**Nets reached from selected ports**

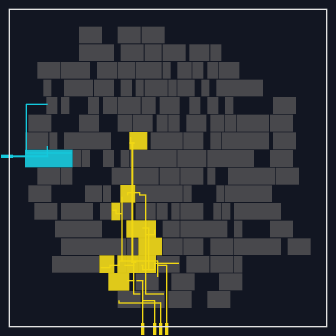
**Clock wiring as the flow saved it**

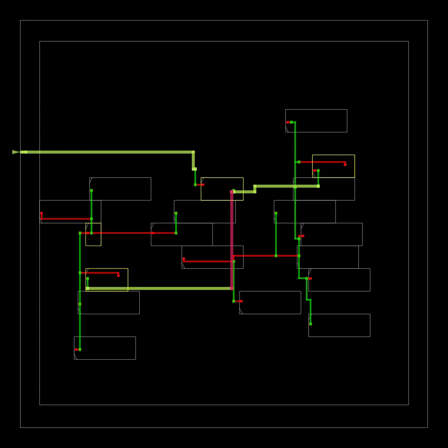
**Wiring by layer**

The bar under the picture is 10 µm long.
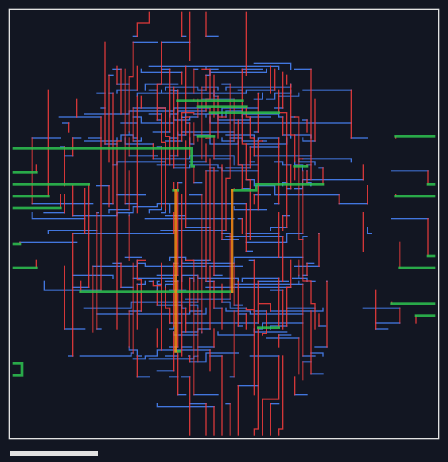
**Cell sizes after repair**

The bar under the picture is 10 µm long.
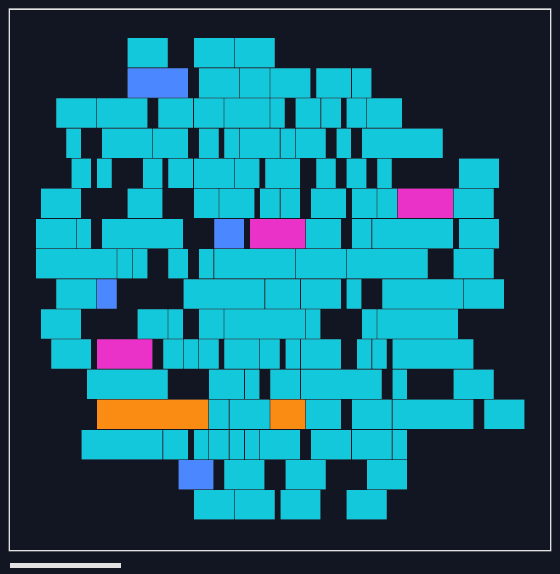
==> src/rtl/status_vector_arbiter.sv <==
// status_vector_arbiter: round-robin push front-end and gated pull path for a
// shared 1-bit status FIFO. It tracks occupancy locally so a push is never
// issued into a full vector.
module status_vector_arbiter #(
  parameter int unsigned N_REQ    = 4,
  parameter int unsigned DEPTH    = 32,
  parameter int unsigned AFULL_TH = 28
) (
  input  logic                         clk_i,
  input  logic                         rsn_i,
  input  logic [N_REQ-1:0]             req_i,
  input  logic [N_REQ-1:0]             value_i,
  output logic [N_REQ-1:0]             ack_o,
  output logic                         svv_push_o,
  output logic                         svv_value_o,
  input  logic                         svv_full_i,
  input  logic                         svv_valid_i,
  input  logic                         svv_value_i,
  output logic                         svv_pull_o,
  input  logic                         cons_pull_i,
  output logic                         cons_valid_o,
  output logic                         cons_value_o,
  output logic [$clog2(DEPTH+1)-1:0]   count_o,
  output logic                         afull_o,
  output logic                         err_o
);

  localparam int unsigned PTR_W = (N_REQ > 1) ? $clog2(N_REQ) : 1;
  localparam int unsigned CNT_W = $clog2(DEPTH+1);

  typedef enum logic {
    IDLE  = 1'b0,
    ISSUE = 1'b1
  } state_e;

  state_e             state_q;
  logic [PTR_W-1:0]   rr_ptr_q;
  logic [N_REQ-1:0]   ack_q;
  logic               push_q;
  logic               value_q;
  logic               err_q;
  logic [CNT_W-1:0]   count_q;

  logic [PTR_W-1:0]   win_idx_c;
  logic               win_vld_c;
  logic               grant_c;
  logic [PTR_W-1:0]   next_ptr_c;
  int unsigned        idx_c;

  // Round-robin search: first set request at or after rr_ptr, wrapping.
  always_comb begin
    win_vld_c = 1'b0;
    win_idx_c = '0;
    idx_c     = 0;
    for (int unsigned i = 0; i < N_REQ; i++) begin
      idx_c = (32'(rr_ptr_q) + i) % N_REQ;
      if (!win_vld_c && req_i[PTR_W'(idx_c)]) begin
        win_vld_c = 1'b1;
        win_idx_c = PTR_W'(idx_c);
      end
    end
  end

  // Grants only use the registered count, so a same-cycle pull cannot free a slot.
  assign grant_c    = (state_q == IDLE) && win_vld_c &&
                      (count_q < CNT_W'(DEPTH)) && !svv_full_i;
  assign next_ptr_c = PTR_W'((32'(win_idx_c) + 32'd1) % N_REQ);

  // Push FSM: IDLE latches a winner, ISSUE drives the push and ack for one cycle.
  always_ff @(posedge clk_i) begin
    if (!rsn_i) begin
      state_q  <= IDLE;
      rr_ptr_q <= '0;
      ack_q    <= '0;
      push_q   <= 1'b0;
      value_q  <= 1'b0;
    end else begin
      ack_q  <= '0;
      push_q <= 1'b0;
      case (state_q)
        IDLE: begin
          if (grant_c) begin
            state_q  <= ISSUE;
            rr_ptr_q <= next_ptr_c;
            ack_q    <= N_REQ'(1) << win_idx_c;
            push_q   <= 1'b1;
            value_q  <= value_i[win_idx_c];
          end
        end
        ISSUE:   state_q <= IDLE;
        default: state_q <= IDLE;
      endcase
    end
  end

  // Pull is combinational; the local count guards against a stale valid.
  assign svv_pull_o = cons_pull_i & svv_valid_i & (count_q != '0);

  // Occupancy: push and pull in the same cycle cancel.
  always_ff @(posedge clk_i) begin
    if (!rsn_i) begin
      count_q <= '0;
    end else begin
      case ({push_q, svv_pull_o})
        2'b10:   count_q <= count_q + CNT_W'(1);
        2'b01:   count_q <= count_q - CNT_W'(1);
        default: count_q <= count_q;
      endcase
    end
  end

  // Sticky flag for a consumer pull against an empty vector.
  always_ff @(posedge clk_i) begin
    if (!rsn_i) begin
      err_q <= 1'b0;
    end else if (cons_pull_i && !svv_valid_i) begin
      err_q <= 1'b1;
    end
  end

  assign ack_o        = ack_q;
  assign svv_push_o   = push_q;
  assign svv_value_o  = value_q;
  assign cons_valid_o = svv_valid_i;
  assign cons_value_o = svv_value_i;
  assign count_o      = count_q;
  assign afull_o      = (count_q >= CNT_W'(AFULL_TH));
  assign err_o        = err_q;

endmodule
==> config.mk <==
export PLATFORM = sky130hd
export DESIGN_NAME = status_vector_arbiter
export DESIGN_NICKNAME = d
export VERILOG_FILES = /design/src/rtl/status_vector_arbiter.sv
export SDC_FILE = /design/constraint.sdc
export NUM_CORES = 1
export LEC_CHECK = 0
export CORE_MARGIN = 2
export CORE_UTILIZATION = 45
export CTS_BUF_LIST = sky130_fd_sc_hd__clkbuf_8
export CTS_CLUSTER_SIZE = 16
export DETAILED_ROUTE_END_ITERATION = 7
export HOLD_SLACK_MARGIN = 0.06
export MAX_ROUTING_LAYER = met4
export PLACE_DENSITY = 0.87
export SLEW_MARGIN = 0
export SYNTH_ARGS = -nofsm -noshare
export SYNTH_HDL_FRONTEND = slang
export SYNTH_SLANG_ARGS = --single-unit
==> constraint.sdc <==
create_clock -name clk_i -period 6.22 [get_ports clk_i]
set_input_delay 1.244 -clock clk_i [delete_from_list [all_inputs] [get_ports clk_i]]
set_output_delay 1.244 -clock clk_i [all_outputs]
set_load 0.03 [all_outputs]
==> flow_metrics.env <==
# source this file to load flow results
export IMPL_status="completed"
export IMPL_ctsHoldBuffers=0
export IMPL_htreeDepth=1
export IMPL_cts_tree="yes"
export IMPL_wire_length_of_the_first_global_routing_pass_um=3520
export IMPL_p_sw_frac=0.325
export IMPL_startpoint_type_of_the_worst_setup_path="input pin"
export IMPL_min_path_cells=2
export IMPL_worst_ep_required_time_ps=4980
export IMPL_hpwl_after_dpl_um=1460
export IMPL_post_synthesis_cell_count_from_yosys=108
export IMPL_cts_post_setup_buffers_inserted=0
export IMPL_cts_made_buffers=3
export IMPL_drt_pass1_iter_count=4
export IMPL_netlist_instances=108
export IMPL_ff2ff_path_depth=10
export IMPL_use_met1=0.208
export IMPL_netlist_area_um2=901
export IMPL_vdd_drop_max_uv=177
export IMPL_via_per_inst=5.36
export IMPL_worst_setup_path_type="input pin to primary output"
export IMPL_final_fill_count=160
export IMPL_cp_cell_sequence="clkdlybuf4s50_1 > nand2_1 > a21oi_1 > clkdlybuf4s50_1"
export IMPL_min_period_over_period=0.644
export IMPL_cellPowerDensity_mw_per_mm2=229
export IMPL_globalRouteMet3Util=0.0679
export IMPL_holdCritPathClass="register to register"
export IMPL_warnings=27
export IMPL_antenna_found_initial=0
export IMPL_worst_skew_pair_late_latency_ps=250
export IMPL_rows=16
export IMPL_relSlewSlack=0.711
export IMPL_drt_drc_violations_left=0
export IMPL_cellLeakagePower_nw=0.472
Notes on 'nets reached from selected ports' above:
[`err_o`] cyan | bits: 1 | direction: output | edge: left | end cells: 1 | buffers: 1 | wire: 24.4 µm
[`req_i`] yellow | bits: 4 | direction: input | edge: bottom | end cells: 12 | buffers: 4 | wire: 123 µm
# IOs: 31
count of input and output buffers: 28

Notes on 'clock wiring as the flow saved it' above:
clock buffer count: 3
clock skew: 3.73 ps
Seq cells: 15
# clock sinks: 15

Notes on 'wiring by layer' above:
[M2] red | wire length: 1,030 µm
[M4] orange | wire length: 29.9 µm
[M1] blue | wire length: 803 µm
[M3] green | wire length: 125 µm
routed vias: 841
mean routed wirelength per cell: 12.6 µm
combined global-route utilization of all metal layers: 0.195
total routed wirelength: 1980 µm

Notes on 'cell sizes after repair' above:
[x2] blue | cells: 4 | share: 3.1%
[x3 and x4] orange | cells: 2 | share: 1.5%
[x1 and smaller] cyan | cells: 121 | share: 93% | most used: clkdlybuf4s50_1
[x6 and larger] magenta | cells: 3 | share: 2.3% | most used: clkbuf_8
final critical-path setup slack: 2210 ps
post-route cell area: 0.00122 mm²
Area growth, synth to finish: 35.0%

final cells by class:
cell class                      instances  area [µm²]  share of cell area
Tap cell                               27        33.8              0.0278
Timing Repair Buffer                   28         280               0.230
Clock inverter                          1        5.00             0.00412
Multi-Input combinational cell         78         537               0.441
Sequential cell                        15         300               0.247
Clock buffer                            3        41.3              0.0340
Inverter                                5        18.8              0.0154
cells in the mapped netlist:
library cell	number
sky130_fd_sc_hd__and2_4	1
sky130_fd_sc_hd__clkbuf_1	8
sky130_fd_sc_hd__and3_2	1
sky130_fd_sc_hd__o31a_1	1
sky130_fd_sc_hd__a211oi_1	1
sky130_fd_sc_hd__or3b_1	1
sky130_fd_sc_hd__o211a_1	1
sky130_fd_sc_hd__o32a_1	1
sky130_fd_sc_hd__xor2_1	4
sky130_fd_sc_hd__nand3_1	3
sky130_fd_sc_hd__or3_1	1
sky130_fd_sc_hd__a2111oi_4	1
sky130_fd_sc_hd__nand3b_1	4
sky130_fd_sc_hd__o221ai_1	2
sky130_fd_sc_hd__nand2_1	5
sky130_fd_sc_hd__nor2b_1	3
sky130_fd_sc_hd__nor2b_2	1
sky130_fd_sc_hd__ha_1	3
sky130_fd_sc_hd__inv_1	5
sky130_fd_sc_hd__a2111o_1	1
sky130_fd_sc_hd__a21oi_1	9
sky130_fd_sc_hd__a31oi_1	1
sky130_fd_sc_hd__nand2b_1	1
sky130_fd_sc_hd__nor2_1	15
sky130_fd_sc_hd__a2111oi_2	1
sky130_fd_sc_hd__mux2i_1	3
sky130_fd_sc_hd__xnor2_1	3
sky130_fd_sc_hd__nor4_1	1
sky130_fd_sc_hd__nor3_1	1
sky130_fd_sc_hd__buf_4	2
sky130_fd_sc_hd__nand4b_1	1
sky130_fd_sc_hd__o21ai_0	5
sky130_fd_sc_hd__a41o_1	1
sky130_fd_sc_hd__dfxtp_1	15
sky130_fd_sc_hd__a211o_1	1
kinds of logic after synthesis:
family	share of synthesized area
fa+ha+maj	0.0417
buf+inv	0.0708
compound gates	0.225
mux	0.0333
xor+xnor	0.0681
flops	0.333
simple gates	0.228
critical path, delay by kind of cell:
| family | cells | cell delay [ps] |
|---|---|---|
| simple gates | 1 | 70 |
| buf+inv | 2 | 1240 |
| compound gates | 1 | 220 |
final timing paths:
kind / startpoint / to / slack, ps
min reg2reg: err_o / err_o / 480
min: err_o / err_o / 480
max: svv_valid_i / svv_pull_o / 2210
max reg2reg: count_o[1] / count_o[4] / 3640
power groups by stage:
| stage | sequential, W | combinational [W] | clock [W] |
|---|---|---|---|
| detailed placement | 0.000116 | 0.0000854 | 0 |
| global route | 0.000116 | 0.0000934 | 0.0000854 |
| finish | 0.000115 | 0.0000858 | 0.0000782 |
| CTS | 0.000114 | 0.0000861 | 0.0000797 |
| floorplan | 0.000122 | 0.0000511 | 0 |
| global placement | 0.000116 | 0.0000824 | 0 |
sequential cells by signal, summed over array words and instances, names as in the netlist:
signal and count:
rr_ptr_q 2, err_o 1, svv_value_o 1, state_q 1
count_o 6, ack_o 4
per-layer routing:
metal,vias to the layer above,routed length (µm)
met5,-,0
met4,0,29
met3,4,125
met2,32,1030
met1,385,803
li1,420,-
No activity file was given, so power comes from the tool's default toggle rates.
